$ cat config.mk
export PLATFORM = sky130hd
export DESIGN_NAME = control_word_sequencer
export DESIGN_NICKNAME = d
export VERILOG_FILES = /design/src/rtl/control_word_sequencer_pkg.sv /design/src/rtl/control_word_sequencer_branch_resolver.sv /design/src/rtl/control_word_sequencer.sv
export SDC_FILE = /design/constraint.sdc
export NUM_CORES = 1
export LEC_CHECK = 0
export CORE_AREA = 2 2 104 106
export CTS_CLUSTER_SIZE = 14
export DETAILED_ROUTE_END_ITERATION = 10
export DIE_AREA = 0 0 106 108
export GPL_TIMING_DRIVEN = 0
export PLACE_DENSITY_LB_ADDON = 0.05
export SKIP_CTS_REPAIR_TIMING = 1
export SLEW_MARGIN = 5
export SYNTH_ARGS = -nofsm -noshare
export SYNTH_HDL_FRONTEND = slang
export SYNTH_SLANG_ARGS = --single-unit
$ cat constraint.sdc
create_clock -name clock -period 1.8 [get_ports clock]
set_clock_uncertainty 0.1 [all_clocks]
set_input_delay 0.36 -clock clock [delete_from_list [all_inputs] [get_ports clock]]
set_output_delay 0.36 -clock clock [all_outputs]
set_load 0.05 [all_outputs]
$ cat src/rtl/control_word_sequencer_pkg.sv
// Shared definitions for the control word sequencer.
// Holds the control-word width, the control-word bit map, the sequencer
// state encodings and the program-counter function encodings.
package control_word_sequencer_pkg;

  localparam int unsigned CW_WIDTH = 33;

  // Control-word bit map, MSB first
  localparam int unsigned CW_ALU_EN      = 32;
  localparam int unsigned CW_ALU_B_SEL   = 31;
  localparam int unsigned CW_ALU_FS_HI   = 30;
  localparam int unsigned CW_ALU_FS_LO   = 26;
  localparam int unsigned CW_RF_B_EN     = 25;
  localparam int unsigned CW_RF_SA_HI    = 24;
  localparam int unsigned CW_RF_SA_LO    = 20;
  localparam int unsigned CW_RF_SB_HI    = 19;
  localparam int unsigned CW_RF_SB_LO    = 15;
  localparam int unsigned CW_RF_DA_HI    = 14;
  localparam int unsigned CW_RF_DA_LO    = 10;
  localparam int unsigned CW_RF_WRITE    = 9;
  localparam int unsigned CW_RAM_EN      = 8;
  localparam int unsigned CW_RAM_WRITE   = 7;
  localparam int unsigned CW_PC_EN       = 6;
  localparam int unsigned CW_PC_FS_HI    = 5;
  localparam int unsigned CW_PC_FS_LO    = 4;
  localparam int unsigned CW_PC_IN_SEL   = 3;
  localparam int unsigned CW_STATUS_LOAD = 2;
  localparam int unsigned CW_NEXT_HI     = 1;
  localparam int unsigned CW_NEXT_LO     = 0;

  // Zraw position in alu_status and the CBZ/CBNZ discriminator in the instruction
  localparam int unsigned STATUS_ZRAW    = 0;
  localparam int unsigned INSTR_NZ_BIT   = 24;

  typedef enum logic [1:0] {
    ST_FETCH = 2'b00,
    ST_EXEC1 = 2'b01,
    ST_EXEC2 = 2'b10,
    ST_EXEC3 = 2'b11
  } state_e;

  typedef enum logic [1:0] {
    PC_HOLD   = 2'b00,
    PC_INC    = 2'b01,
    PC_LOAD   = 2'b10,
    PC_BRANCH = 2'b11
  } pc_fs_e;

endpackage

$ cat src/rtl/control_word_sequencer_branch_resolver.sv
// branch_resolver: resolves CBZ/CBNZ conditional branches.
// Ports:
//   pc_fs_i      - pc_fs field from the control word
//   pc_in_sel_i  - pc_in_sel field from the control word
//   zraw_i       - zero flag of the current ALU result
//   instr_nz_i   - instruction bit 24 (0 = CBZ, 1 = CBNZ)
//   pc_fs_o      - resolved pc_fs
//   pc_in_sel_o  - resolved pc_in_sel
module branch_resolver
  import control_word_sequencer_pkg::*;
(
  input  logic [1:0] pc_fs_i,
  input  logic       pc_in_sel_i,
  input  logic       zraw_i,
  input  logic       instr_nz_i,
  output logic [1:0] pc_fs_o,
  output logic       pc_in_sel_o
);

  logic taken;

  always_comb begin
    pc_fs_o     = pc_fs_i;
    pc_in_sel_o = pc_in_sel_i;
    // CBZ branches on zero, CBNZ on non-zero: XOR with the opcode bit covers both
    taken       = zraw_i ^ instr_nz_i;
    if ((pc_fs_e'(pc_fs_i) == PC_BRANCH) && !taken) begin
      pc_fs_o     = PC_INC;
      pc_in_sel_o = 1'b0;
    end
  end

endmodule

$ cat src/rtl/control_word_sequencer.sv
// control_word_sequencer: decodes the active control word into datapath
// controls, resolves conditional branches, stalls on pending RAM accesses
// and holds the state, status and instruction registers.
// Ports:
//   clock, reset      - rising-edge clock, synchronous active-low reset
//   controlword       - control word from the active decoder
//   constant_in/out   - decoder constant, passed through
//   instruction_in    - instruction word from the memory data bus
//   alu_status        - ALU flags {V,C,N,Z,Zraw}
//   ram_ready         - RAM access completes this cycle
//   instruction       - instruction register
//   state             - sequencer state
//   status            - status register
//   alu_*, rf_*, ram_*, pc_* - gated control-word fields
//   stall             - RAM access waiting for ram_ready
module control_word_sequencer #(
  parameter int unsigned CW_WIDTH    = control_word_sequencer_pkg::CW_WIDTH,
  parameter logic [1:0]  RESET_STATE = 2'b00
) (
  input  logic                clock,
  input  logic                reset,
  input  logic [CW_WIDTH-1:0] controlword,
  input  logic [63:0]         constant_in,
  input  logic [31:0]         instruction_in,
  input  logic [4:0]          alu_status,
  input  logic                ram_ready,
  output logic [31:0]         instruction,
  output logic [1:0]          state,
  output logic [4:0]          status,
  output logic                alu_en,
  output logic                alu_b_sel,
  output logic [4:0]          alu_fs,
  output logic                rf_b_en,
  output logic [4:0]          rf_sa,
  output logic [4:0]          rf_sb,
  output logic [4:0]          rf_da,
  output logic                rf_write,
  output logic                ram_en,
  output logic                ram_write,
  output logic                pc_en,
  output logic [1:0]          pc_fs,
  output logic                pc_in_sel,
  output logic [63:0]         constant_out,
  output logic                stall
);

  import control_word_sequencer_pkg::*;

  state_e      state_q, state_d;
  logic [4:0]  status_q, status_d;
  logic [31:0] instr_q, instr_d;
  logic        stall_w;

  assign stall_w = controlword[CW_RAM_EN] & ~ram_ready;

  // State register (also carries status and instruction registers)
  always_ff @(posedge clock) begin
    if (!reset) begin
      state_q  <= state_e'(RESET_STATE);
      status_q <= '0;
      instr_q  <= '0;
    end else begin
      state_q  <= state_d;
      status_q <= status_d;
      instr_q  <= instr_d;
    end
  end

  // Next-state logic: everything holds while stalled
  always_comb begin
    state_d  = state_q;
    status_d = status_q;
    instr_d  = instr_q;
    if (!stall_w) begin
      state_d = state_e'(controlword[CW_NEXT_HI:CW_NEXT_LO]);
      if (controlword[CW_STATUS_LOAD]) status_d = alu_status;
      if (state_q == ST_FETCH)         instr_d  = instruction_in;
    end
  end

  logic [1:0] pc_fs_res;
  logic       pc_in_sel_res;

  branch_resolver u_branch_resolver (
    .pc_fs_i     (controlword[CW_PC_FS_HI:CW_PC_FS_LO]),
    .pc_in_sel_i (controlword[CW_PC_IN_SEL]),
    .zraw_i      (alu_status[STATUS_ZRAW]),
    .instr_nz_i  (instr_q[INSTR_NZ_BIT]),
    .pc_fs_o     (pc_fs_res),
    .pc_in_sel_o (pc_in_sel_res)
  );

  // Output logic: fields are combinational from the control word
  always_comb begin
    alu_en       = controlword[CW_ALU_EN];
    alu_b_sel    = controlword[CW_ALU_B_SEL];
    alu_fs       = controlword[CW_ALU_FS_HI:CW_ALU_FS_LO];
    rf_b_en      = controlword[CW_RF_B_EN];
    rf_sa        = controlword[CW_RF_SA_HI:CW_RF_SA_LO];
    rf_sb        = controlword[CW_RF_SB_HI:CW_RF_SB_LO];
    rf_da        = controlword[CW_RF_DA_HI:CW_RF_DA_LO];
    rf_write     = controlword[CW_RF_WRITE] & ~stall_w;
    ram_en       = controlword[CW_RAM_EN];
    ram_write    = controlword[CW_RAM_WRITE] & ~stall_w;
    pc_en        = controlword[CW_PC_EN] & ~stall_w;
    pc_fs        = pc_fs_res;
    pc_in_sel    = pc_in_sel_res;
    constant_out = constant_in;
    stall        = stall_w;
    instruction  = instr_q;
    state        = state_q;
    status       = status_q;
  end

endmodule

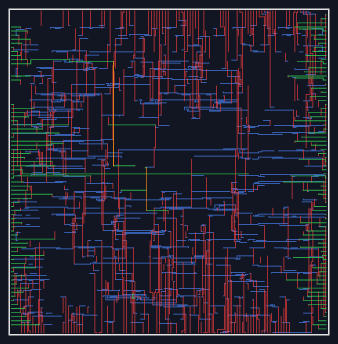
(wiring by layer)
Scale: 3 px per micron.
Key: green = M3 [wire length 893 microns]; orange = M4 [wire length 49.0 microns]; blue = M1 [wire length 2780 microns]; red = M2 [wire length 3900 microns]

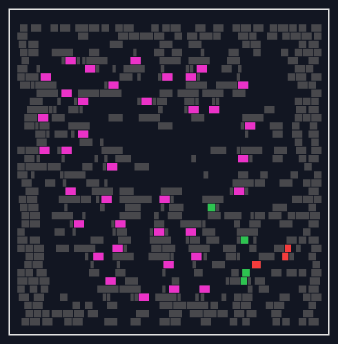
(gate-type map)
Scale: 3 px per micron.
Key: magenta = mux cells [cells 37, most used mux2i_1]; green = aoi and oai cells [cells 4, most used a21boi_1, where south-east]; red = and/or cells [cells 3, most used and2_1]

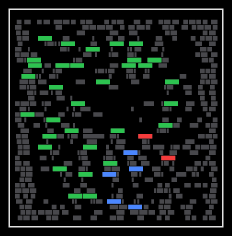
(where the registers sit)
Scale: 2 px per micron. Other cells in gray.
Key: green = instruction [sequential cells 32]; blue = status [sequential cells 5, where south]; red = state [sequential cells 2]

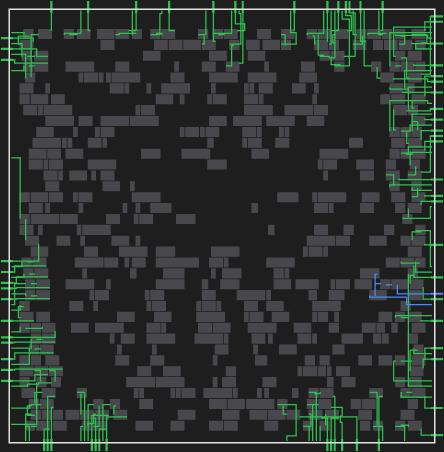
(nets reached from selected ports)
Scale: 4 px per micron.
Key: blue = ram_en [direction output, end cells 0, wire 37.0 microns]; green = constant_out [direction output, end cells 0, wire 1380 microns]
# port buffers: 182
Top Ports: 271

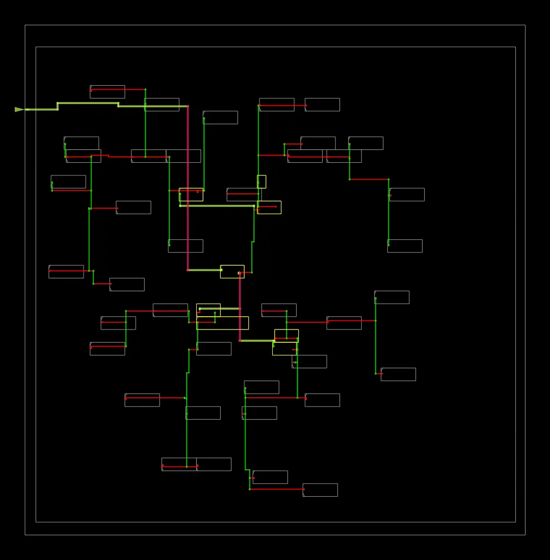
(clock wiring as the flow saved it)
number of clock sinks: 39
Num CTS Buffers: 5
Flop Count: 39
count of clock buffers in the final design: 6
Latency at later pin: 0.28 ns

==> results_slide.txt <==
Key Metrics from the Run

Cells and area
  • Final core occ: 44.2%
  • Commonest cells after routing, fill and taps aside: clkdlybuf4s50_1, buf_4, nand2_1
  • # nets final: 596
  • Most frequent logic cell in the layout: clkdlybuf4s50_1
  • Final std cells w/o fill: 596

GRT
  • Vias in the first global route: 2235
  • First-pass GRT wire length: 11300 microns
  • Largest net degree at the start of global routing: 13

Synth
  • XOR-XNOR Cells, Area Fraction: 0.381%
  • Synthesized area per cell: 8.57 sq um
  • Yosys Instances: 268
  • Post-synth mux share: 16.1%
  • Main logic family: buffers and inverters

STA
  • Slew @ Worst Pin: 0.592 ns
  • Final Setup Violations: 0
  • Final Max Tran Viols: 0
  • Fin crit period: 1.75 ns

Critical path
  • R2R Setup Slk: 0.43 ns
  • Worst setup startpoint: controlword[15]

Power
  • Leak Pwr: 2.62 nW
  • Pwr per Cell Area: 710 mW/mm^2

CTS
  • Clock tree buffer depth: 2
  • Clock-pin slew on the worst setup and hold paths: 0.08 ns
  • H-tree levels: 2
  • Clk root buf: clkbuf_8

Drt
  • Wire per inst: 12.8 microns
  • DRC errors left: 0
  • Via-per-instance ratio: 3.81

Die
  • Core ar.: 0.0102 sq mm

Status
  • Status: finished clean

Hold path
  • Hold WC Path Type: primary input to flip-flop
  • Hold_sp: alu_status[0]

Place
  • Hpwl dp: 6160 microns
synthesized netlist by cell type, drive strengths merged:
master,number,area share (%)
nand2,79,13
dfxtp,39,34
clkbuf,5,0.82
a21boi,3,0.98
nor3,1,0.71
nand2b,1,0.60
mux2i,37,16
xnor2,1,0.38
inv,2,0.44
buf,96,32
a31oi,1,0.27
and2,3,0.82
power by group:
part | total (mW) | internal (mW) | leakage [nW] | switching (mW)
registers | 0.968 | 0.932 | 0.322 | 0.0358
logic | 1.47 | 0.595 | 2.24 | 0.878
clock network | 0.767 | 0.449 | 0.0612 | 0.318
total | 3.21 | 1.98 | 2.62 | 1.23
area by class of cell:
class	instances	area, sq um
fill	1031	5710
timing repair buffer	184	1930
sequential	39	781
multi-input combinational	126	756
buffer	101	752
tap	136	170
clock buffer	6	82.6
clock inverter	2	35.0
inverter	2	10.0
per-layer routing:
| metal | track usage, % | wire length, microns | vias up |
|---|---|---|---|
| li1 | - | - | 1132 |
| met1 | 13.3 | 2780 | 984 |
| met2 | 22.5 | 3900 | 152 |
| met3 | 5.24 | 892 | 5 |
| met4 | 3.29 | 48 | 0 |
| met5 | 0 | 0 | - |
per-stage QoR:
step	area [sq um]	setup WS, ns	hold WS [ns]	total power, mW
finish	4520	0.0459	0.272	3.21
global route	4520	0.000857	0.294	3.35
CTS	4410	-0.645	0.305	3.27
detailed placement	4290	-0.644	0.347	2.48
global placement	4290	-0.634	0.341	2.48
floorplan	2300	0.0233	0.361	1.98
cells by family after synthesis:
logic type / Yosys count
AOI/OAI and AO/OA: 4
xor gates and xnor gates: 1
buffers and inverters: 103
DFF: 39
muxes: 37
and+or+nand+nor: 84
flip-flops by register name, indices dropped and copies added, names as in the netlist:
register     flops
instruction     32
state            2
status           5
worst min-delay path by stage:
stage,to,cells after the start
finish,status[0],3
global route,status[0],3
CTS,instruction[26],3
detailed placement,instruction[4],2
global placement,instruction[9],2
floorplan,instruction[24],2
Power figures rest on the tool's default switching activity, not on a simulated workload.
